Signal wires by layer:
Bar = 10 um. Only two layers are drawn.
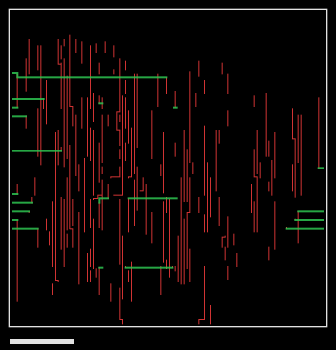
Placed cells, one colour a class:
Bar = 10 um. Fill, decap, tap and diode cells in grey.
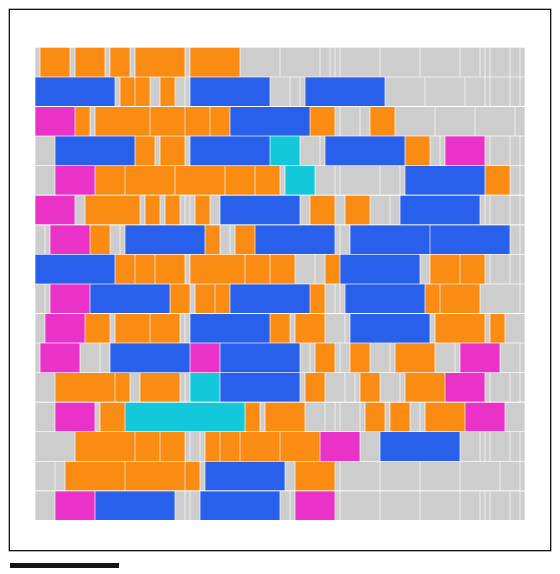
Local utilization:
The die is cut into 10 by 10 equal tiles; black is low, pale yellow is high, 0 to 100% covered.
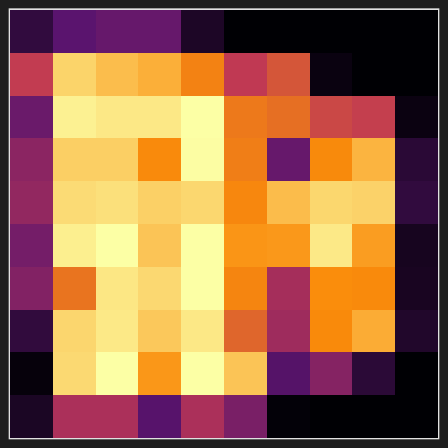
Sequential cells coloured by netlist name:
Bar = 10 um. Other sequential cells in the stronger grey, the rest of the logic in the fainter grey.
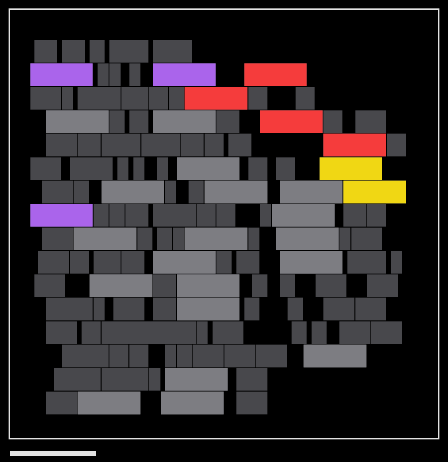
`src/rtl/shift_seq_pkg.sv`:
```
// Shared definitions for the shift-register sequencer: transmit FSM state
// encoding, loopback latency and loopback-check queue sizing.
package shift_seq_pkg;

  // Transmit FSM states.
  typedef enum logic [1:0] {
    IDLE = 2'd0,
    SEND = 2'd1,
    GAPW = 2'd2
  } state_e;

  // Cycles between driving a bit on sr_si and seeing it on sr_so: one per
  // stage of the external serial-in/serial-out register.
  function automatic int lat_cycles(input int width);
    return width;
  endfunction

  // Words that can be outstanding between leaving the transmitter and
  // being checked at the receiver, given the word period WIDTH+GAP.
  function automatic int queue_depth(input int width, input int gap);
    return (2 * width + gap + (width + gap) - 1) / (width + gap);
  endfunction

endpackage

```
`src/rtl/shift_seq_rx.sv`:
```
// Receive path: tracks which sr_so samples carry real bits through a
// valid/start-marker delay line matched to the shift register latency,
// counts bits and deserialises each word LSB first.
module shift_seq_rx
  import shift_seq_pkg::*;
#(
  parameter int WIDTH = 4
) (
  input  logic             clk,
  input  logic             rst,
  input  logic             bit_valid_i,
  input  logic             bit_start_i,
  input  logic             sr_so_i,
  output logic             out_valid_o,
  output logic [WIDTH-1:0] out_data_o,
  output logic             inflight_o
);

  localparam int LAT = lat_cycles(WIDTH);
  localparam int CNT_W = $clog2(WIDTH);
  localparam logic [CNT_W-1:0] CNT_LAST = CNT_W'(WIDTH - 1);

  logic             dl_valid_q [LAT];
  logic             dl_start_q [LAT];
  logic [CNT_W-1:0] cnt_q;
  logic [WIDTH-1:0] shift_q;
  logic [WIDTH-1:0] shift_d;
  logic             out_valid_q;
  logic [WIDTH-1:0] out_data_q;
  logic             sample;
  logic             start;
  logic [CNT_W-1:0] bit_pos;
  logic             inflight_d;

  genvar gi;
  generate
    for (gi = 0; gi < LAT; gi++) begin : g_dl
      logic v_in;
      logic s_in;
      if (gi == 0) begin : g_head
        assign v_in = bit_valid_i;
        assign s_in = bit_start_i;
      end else begin : g_tail
        assign v_in = dl_valid_q[gi-1];
        assign s_in = dl_start_q[gi-1];
      end
      // One delay-line stage; cleared on reset so aborted bits are forgotten.
      always_ff @(posedge clk) begin
        if (rst) begin
          dl_valid_q[gi] <= 1'b0;
          dl_start_q[gi] <= 1'b0;
        end else begin
          dl_valid_q[gi] <= v_in;
          dl_start_q[gi] <= s_in;
        end
      end
    end
  endgenerate

  assign sample  = dl_valid_q[LAT-1];
  assign start   = dl_start_q[LAT-1];
  // The start marker resynchronises the bit counter on every word.
  assign bit_pos = start ? '0 : cnt_q;
  assign shift_d = {sr_so_i, shift_q[WIDTH-1:1]};

  // Any tracked bit still travelling through the external register.
  always_comb begin
    inflight_d = 1'b0;
    for (int i = 0; i < LAT; i++) begin
      inflight_d = inflight_d | dl_valid_q[i];
    end
  end

  // Deserialise sampled bits and publish the word after its last bit.
  always_ff @(posedge clk) begin
    if (rst) begin
      cnt_q       <= '0;
      shift_q     <= '0;
      out_valid_q <= 1'b0;
      out_data_q  <= '0;
    end else begin
      out_valid_q <= 1'b0;
      if (sample) begin
        shift_q <= shift_d;
        if (bit_pos == CNT_LAST) begin
          out_valid_q <= 1'b1;
          out_data_q  <= shift_d;
          cnt_q       <= '0;
        end else begin
          cnt_q <= bit_pos + 1'b1;
        end
      end
    end
  end

  assign out_valid_o = out_valid_q;
  assign out_data_o  = out_data_q;
  assign inflight_o  = inflight_d;

endmodule

```
`src/rtl/shift_seq_ctrl.sv`:
```
// Shift-register sequencer: serialises parallel words onto sr_si LSB first,
// receives them back from sr_so after the register latency and reports them
// on out_valid/out_data. Optional macro SHIFT_SEQ_LOOPBACK_CHECK_EN adds a
// queue of sent words and a sticky compare error on mismatch_err.
module shift_seq_ctrl
  import shift_seq_pkg::*;
#(
  parameter int WIDTH = 4,
  parameter int GAP   = 0
) (
  input  logic             clk,
  input  logic             rst,
  input  logic             in_valid,
  input  logic [WIDTH-1:0] in_data,
  output logic             in_ready,
  output logic             sr_si,
  input  logic             sr_so,
  output logic             out_valid,
  output logic [WIDTH-1:0] out_data,
  output logic             busy,
  output logic             mismatch_err
);

  localparam int IDX_W = $clog2(WIDTH);
  localparam logic [IDX_W-1:0] IDX_LAST = IDX_W'(WIDTH - 1);
  localparam logic [3:0] GAP_LAST = (GAP > 0) ? 4'(GAP - 1) : 4'd0;
  localparam int WARM_W = $clog2(WIDTH + 2);
  localparam logic [WARM_W-1:0] WARM_INIT = WARM_W'(WIDTH + 1);

  state_e             state_q, state_d;
  logic [IDX_W-1:0]   bit_idx_q, bit_idx_d;
  logic [WIDTH-1:0]   word_q, word_d;
  logic [3:0]         gap_cnt_q, gap_cnt_d;
  logic [WARM_W-1:0]  warm_q;
  logic               accept;
  logic               last_bit;
  logic               tx_bit_valid;
  logic               tx_bit_start;
  logic               rx_inflight;

  assign last_bit = (state_q == SEND) && (bit_idx_q == IDX_LAST);
  assign in_ready = !rst && (warm_q == '0) &&
                    ((state_q == IDLE) || ((GAP == 0) && last_bit));
  assign accept   = in_valid && in_ready;

  // Transmit FSM next-state: a new word can chain straight onto the last
  // bit only when no idle gap is configured.
  always_comb begin
    state_d   = state_q;
    bit_idx_d = bit_idx_q;
    word_d    = word_q;
    gap_cnt_d = gap_cnt_q;
    case (state_q)
      IDLE: begin
        if (accept) begin
          state_d   = SEND;
          bit_idx_d = '0;
          word_d    = in_data;
        end
      end
      SEND: begin
        if (last_bit) begin
          if (GAP > 0) begin
            state_d   = GAPW;
            gap_cnt_d = '0;
          end else if (accept) begin
            bit_idx_d = '0;
            word_d    = in_data;
          end else begin
            state_d = IDLE;
          end
        end else begin
          bit_idx_d = bit_idx_q + 1'b1;
        end
      end
      GAPW: begin
        if (gap_cnt_q == GAP_LAST) begin
          state_d = IDLE;
        end else begin
          gap_cnt_d = gap_cnt_q + 1'b1;
        end
      end
      default: state_d = IDLE;
    endcase
  end

  // Transmit FSM registers.
  always_ff @(posedge clk) begin
    if (rst) begin
      state_q   <= IDLE;
      bit_idx_q <= '0;
      word_q    <= '0;
      gap_cnt_q <= '0;
    end else begin
      state_q   <= state_d;
      bit_idx_q <= bit_idx_d;
      word_q    <= word_d;
      gap_cnt_q <= gap_cnt_d;
    end
  end

  // Warm-up: the external register holds stale bits after reset, so hold
  // off accepting until it has been flushed.
  always_ff @(posedge clk) begin
    if (rst) begin
      warm_q <= WARM_INIT;
    end else if (warm_q != '0) begin
      warm_q <= warm_q - 1'b1;
    end
  end

  assign sr_si        = !rst && (state_q == SEND) && word_q[bit_idx_q];
  assign tx_bit_valid = (state_q == SEND);
  assign tx_bit_start = (state_q == SEND) && (bit_idx_q == '0);

  shift_seq_rx #(
    .WIDTH(WIDTH)
  ) u_rx (
    .clk        (clk),
    .rst        (rst),
    .bit_valid_i(tx_bit_valid),
    .bit_start_i(tx_bit_start),
    .sr_so_i    (sr_so),
    .out_valid_o(out_valid),
    .out_data_o (out_data),
    .inflight_o (rx_inflight)
  );

  // GAPW is not counted: no untracked bit exists once the last bit left.
  assign busy = !rst && (accept || (state_q == SEND) || rx_inflight || out_valid);

`ifdef SHIFT_SEQ_LOOPBACK_CHECK_EN
  localparam int QD = queue_depth(WIDTH, GAP);
  localparam int QP_W = (QD > 1) ? $clog2(QD) : 1;
  localparam logic [QP_W-1:0] QP_LAST = QP_W'(QD - 1);

  logic [WIDTH-1:0] q_mem [QD];
  logic [QP_W-1:0]  wr_ptr_q;
  logic [QP_W-1:0]  rd_ptr_q;
  logic             mismatch_q;
  logic             q_push;
  logic             q_pop;

  // Words are queued once fully transmitted rather than at accept; an
  // aborted word never enters and the queue never exceeds QD entries.
  assign q_push = last_bit;
  assign q_pop  = out_valid;

  // Queue storage; contents need no reset since pointers gate them.
  always_ff @(posedge clk) begin
    if (q_push) begin
      q_mem[wr_ptr_q] <= word_q;
    end
  end

  // Queue pointers and sticky compare error.
  always_ff @(posedge clk) begin
    if (rst) begin
      wr_ptr_q   <= '0;
      rd_ptr_q   <= '0;
      mismatch_q <= 1'b0;
    end else begin
      if (q_push) begin
        wr_ptr_q <= (wr_ptr_q == QP_LAST) ? '0 : wr_ptr_q + 1'b1;
      end
      if (q_pop) begin
        rd_ptr_q <= (rd_ptr_q == QP_LAST) ? '0 : rd_ptr_q + 1'b1;
        if (out_data != q_mem[rd_ptr_q]) begin
          mismatch_q <= 1'b1;
        end
      end
    end
  end

  assign mismatch_err = mismatch_q;
`else
  assign mismatch_err = 1'b0;
`endif

endmodule

```
`config.mk`:
```
export PLATFORM = sky130hd
export DESIGN_NAME = shift_seq_ctrl
export DESIGN_NICKNAME = d
export VERILOG_FILES = /design/src/rtl/shift_seq_pkg.sv /design/src/rtl/shift_seq_rx.sv /design/src/rtl/shift_seq_ctrl.sv
export SDC_FILE = /design/constraint.sdc
export NUM_CORES = 1
export LEC_CHECK = 0
export ABC_AREA = 0
export CAP_MARGIN = 20
export CORE_MARGIN = 2
export CORE_UTILIZATION = 56
export CTS_CLUSTER_SIZE = 24
export DETAILED_ROUTE_END_ITERATION = 12
export PLACE_DENSITY = 0.93
export SLEW_MARGIN = 20
export SYNTH_ARGS = -nofsm -noshare
export SYNTH_HDL_FRONTEND = slang
export SYNTH_HIERARCHICAL = 1
export SYNTH_SLANG_ARGS = --single-unit
```
`constraint.sdc`:
```
create_clock -name clk -period 4.06 [get_ports clk]
set_input_delay 0.812 -clock clk [delete_from_list [all_inputs] [get_ports clk]]
set_output_delay 0.812 -clock clk [all_outputs]
set_load 0.02 [all_outputs]
```
==> results.sh <==
# physical design summary
export IMPL_cts_tree="yes"
export IMPL_hold_ws_ps=450.9
export IMPL_totalPowerFinal_uw=516.6
export IMPL_synth_flops=28
export IMPL_synth_top_cell_area_share_pct=47.97
export IMPL_r2r_start="bit_idx_q[0]"
export IMPL_hold_path_depth=1
export IMPL_final_min_clock_period_ps=3368
export IMPL_drc=0
export IMPL_die_h_um=49.68
export IMPL_worstMarginPinSlew_ps=565.0
export IMPL_htreeDepth=1
export IMPL_slew_limit_headroom_pct=62.28
export IMPL_syn_area_per_cell_um2=10.25
export IMPL_syn_to_final_growth_pct=18.52
export IMPL_root_buffer="clkbuf_4"
export IMPL_grt_overflow=0
export IMPL_vias=793
export IMPL_antennaDiodeCount=0
export IMPL_fmax_mhz=297.0
export IMPL_stdcell_count=156
export IMPL_yosys_top_cells_count="dfxtp_1 (28), nor2b_1 (15), a21oi_1 (9), nor2_1 (7)"
export IMPL_crit_chain="clkdlybuf4s50_1, a2111oi_0, clkdlybuf4s50_1"
export IMPL_gp_congestion=0.6812
export IMPL_clk_latency_ps=320
export IMPL_synthTopCellsByArea="dfxtp_1 (48%), nor2b_1 (8.0%), ha_1 (5.4%), mux2_4 (5.1%), mux2i_1 (4.3%)"
export IMPL_warnings=28
export IMPL_cts_resized=0
export IMPL_drive_above_1_share_pct=13.18
export IMPL_pre_cts_ws_ps=721.4
export IMPL_peakVddDrop_v=0.0002718
export IMPL_reg2reg_depth=4
export IMPL_layout_setup_ws_ps=692.5
export IMPL_synth_area_um2=1169
export IMPL_r2r_slack_ps=2270
export IMPL_placed_area_um2=1333
export IMPL_cp_common_cell="clkdlybuf4s50_1"
export IMPL_cp_slowest_cell="clkdlybuf4s50_1"
export IMPL_hold_path_startpoint="u_rx/dl_start_q[2]"
export IMPL_crit_arrival_ps=2560
export IMPL_grt_setup_unrepaired="false"
export IMPL_cp_max_fo=12
export IMPL_postRouteAntennaNets=0
export IMPL_hp_class="reg -> reg"
export IMPL_cts_buffers=3
export IMPL_ys_chip_area_um2=1169
export IMPL_edf_count=0
export IMPL_syn_inst=114
export IMPL_grt_usage_pct=17.17
export IMPL_nets=143
export IMPL_final_cell_mix="dfxtp_1 (28), nor2b_1 (15), clkdlybuf4s50_1 (15), a21oi_1 (9), nor2_1 (7)"
export IMPL_synthArstFlopShare_pct=0
export IMPL_ys_cells=114
export IMPL_crit_path_end_kind="primary output"
export IMPL_p_leak_uw=0.0005430
export IMPL_synth_distinct_cells=28
export IMPL_fin_tns_setup_ps=0
export IMPL_yosys_area_top_type="dfxtp_1"
export IMPL_vias_per_cell=5.083
export IMPL_timing_rr_end="word_q[1]"
export IMPL_drt_pass1_iter_count=4
export IMPL_post_cts_buffers=0
export IMPL_port_buffers=15
export IMPL_antenna_found_initial=0
export IMPL_ys_seq_share_pct=47.97
export IMPL_slew_violations=0
export IMPL_ys_flop_type="dfxtp_1"
export IMPL_period_used_pct=82.94
export IMPL_ctsHoldBuffers=0
export IMPL_status="finished clean"
export IMPL_grt_pass1_wl_um=3284
export IMPL_cap_violations=0
export IMPL_cts_buffer_depth=2
export IMPL_yosysWarnings=6
export IMPL_die_area_um2=2468
export IMPL_setup_viol=0
export IMPL_pwr_density_cell_nw_per_um2=372.9
export IMPL_path_buffers=2
export IMPL_finalHoldViolCount=0
export IMPL_clock_sinks=28
export IMPL_start_kind="primary input"
export IMPL_critPathMaxStageDelay_ps=680
export IMPL_grt_pass1_vias=803
export IMPL_grt_max_degree=22
export IMPL_clock_skew_ps=9.385
export IMPL_worstHoldEndpoint="u_rx/dl_start_q[3]"
export IMPL_worstSetupPathType="in -> out"
export IMPL_yosysMostFrequentCell="dfxtp_1"
export IMPL_critPathTopFamily="buffers and inverters"
export IMPL_die_w_um=49.68
export IMPL_io_pins=17
export IMPL_clk_pin_slew_ps=150
export IMPL_lay_top_count="dfxtp_1"
export IMPL_placedCellCount=152
export IMPL_drt_iter0_drc=8
About 'signal wires by layer':
legend:
  metal 3:
    colour: green
    wire_length: 83.2 um
  metal 2:
    colour: red
    wire_length: 910 um
DR WL/cell: 12.15 um
DRT Wirelength: 1895 um

About 'placed cells, one colour a class':
legend:
  sequential cells:
    colour: blue
    cells: 28
    share_of_their_area: 41%
  remaining buffers and delay cells:
    colour: magenta
    cells: 16
    share_of_their_area: 12%
  clock drivers and dummy loads:
    colour: cyan
    cells: 4
    share_of_their_area: 3.9%
  combinational and other logic:
    colour: orange
    cells: 81
    share_of_their_area: 43%
fin area: 1385 um^2
fin util: 70.60%
Seq area share: 40.47%
Cell Rows: 16

About 'local utilization':
tiles over 75% full: 40%
fullest tile: 100%
densest ninth of the die: middle
emptiest ninth of the die: top right
nearly empty tiles: 13%
mean over tiles: 55%
Core Region: 1962 um^2
Core Util at FP: 59.57%

About 'sequential cells coloured by netlist name':
legend:
  `u_rx/cnt_q`:
    colour: yellow
    sequential_cells: 2
  `u_rx/dl_start_q`:
    colour: red
    sequential_cells: 4
  `warm_q`:
    colour: purple
    sequential_cells: 3
not coloured: 19
Seq. cell area: 560.5 um^2
Flop+latch power: 290 uW

==> how the worst max path moves through the flow <==
stage | from | end | slack, ps | cells after the start
final | rst | sr_si | 690 | 3
after global routing | rst | sr_si | 550 | 3
after CTS | rst | sr_si | 670 | 3
after detailed placement | rst | sr_si | 720 | 3
after global placement | rst | sr_si | 750 | 3
after floorplan | rst | sr_si | 1150 | 2
==> sequential cells by signal (all words and copies together) (netlist names) <==
register / count
u_rx/cnt_q: 2
word_q: 4
u_rx/shift_q: 3
u_rx/dl_start_q: 4
warm_q: 3
bit_idx_q: 2
u_rx/out_valid_o: 1
u_rx/dl_valid_q: 4
state_q: 1
u_rx/out_data_o: 4
==> metal layers <==
layer,up-vias,global-route usage (%),wire length [um]
met5,-,0,0
met3,4,3.939,83
li1,412,-,-
met2,22,30.44,910
met4,0,6.019,40
met1,355,20.12,861
==> where the power goes <==
part	internal [uW]	switching (uW)	leakage, uW
clock network	99.8	78.4	0.0000279
registers	283	6.44	0.000226
logic	25.0	23.6	0.000289
total	408	108	0.000543
==> layout make-up <==
type                    instances  area [um^2]
fillers                       163        576.8
flip-flops and latches         28        560.5
multi-input cells              75        558.0
repair buffers                 16        157.7
well taps                      27        33.78
clock inverters                 1        30.03
clock buffers                   3        22.52
inverters                       6        22.52
==> kinds of logic (layout without fill, tap and decap cells) <==
logic type | Yosys count | after routing | share of synthesized area, %
AOI/OAI and AO/OA | 18 | 18 | 10.60
xor gates and xnor gates | 1 | 1 | 0.7496
adders and majority gates | 5 | 5 | 5.353
buffers and inverters | 11 | 26 | 4.282
DFF | 28 | 28 | 47.97
muxes | 9 | 9 | 9.422
other | 1 | 1 | 0.3209
and+or+nand+nor | 41 | 41 | 21.31
Power figures rest on the tool's default switching activity, not on a simulated workload.
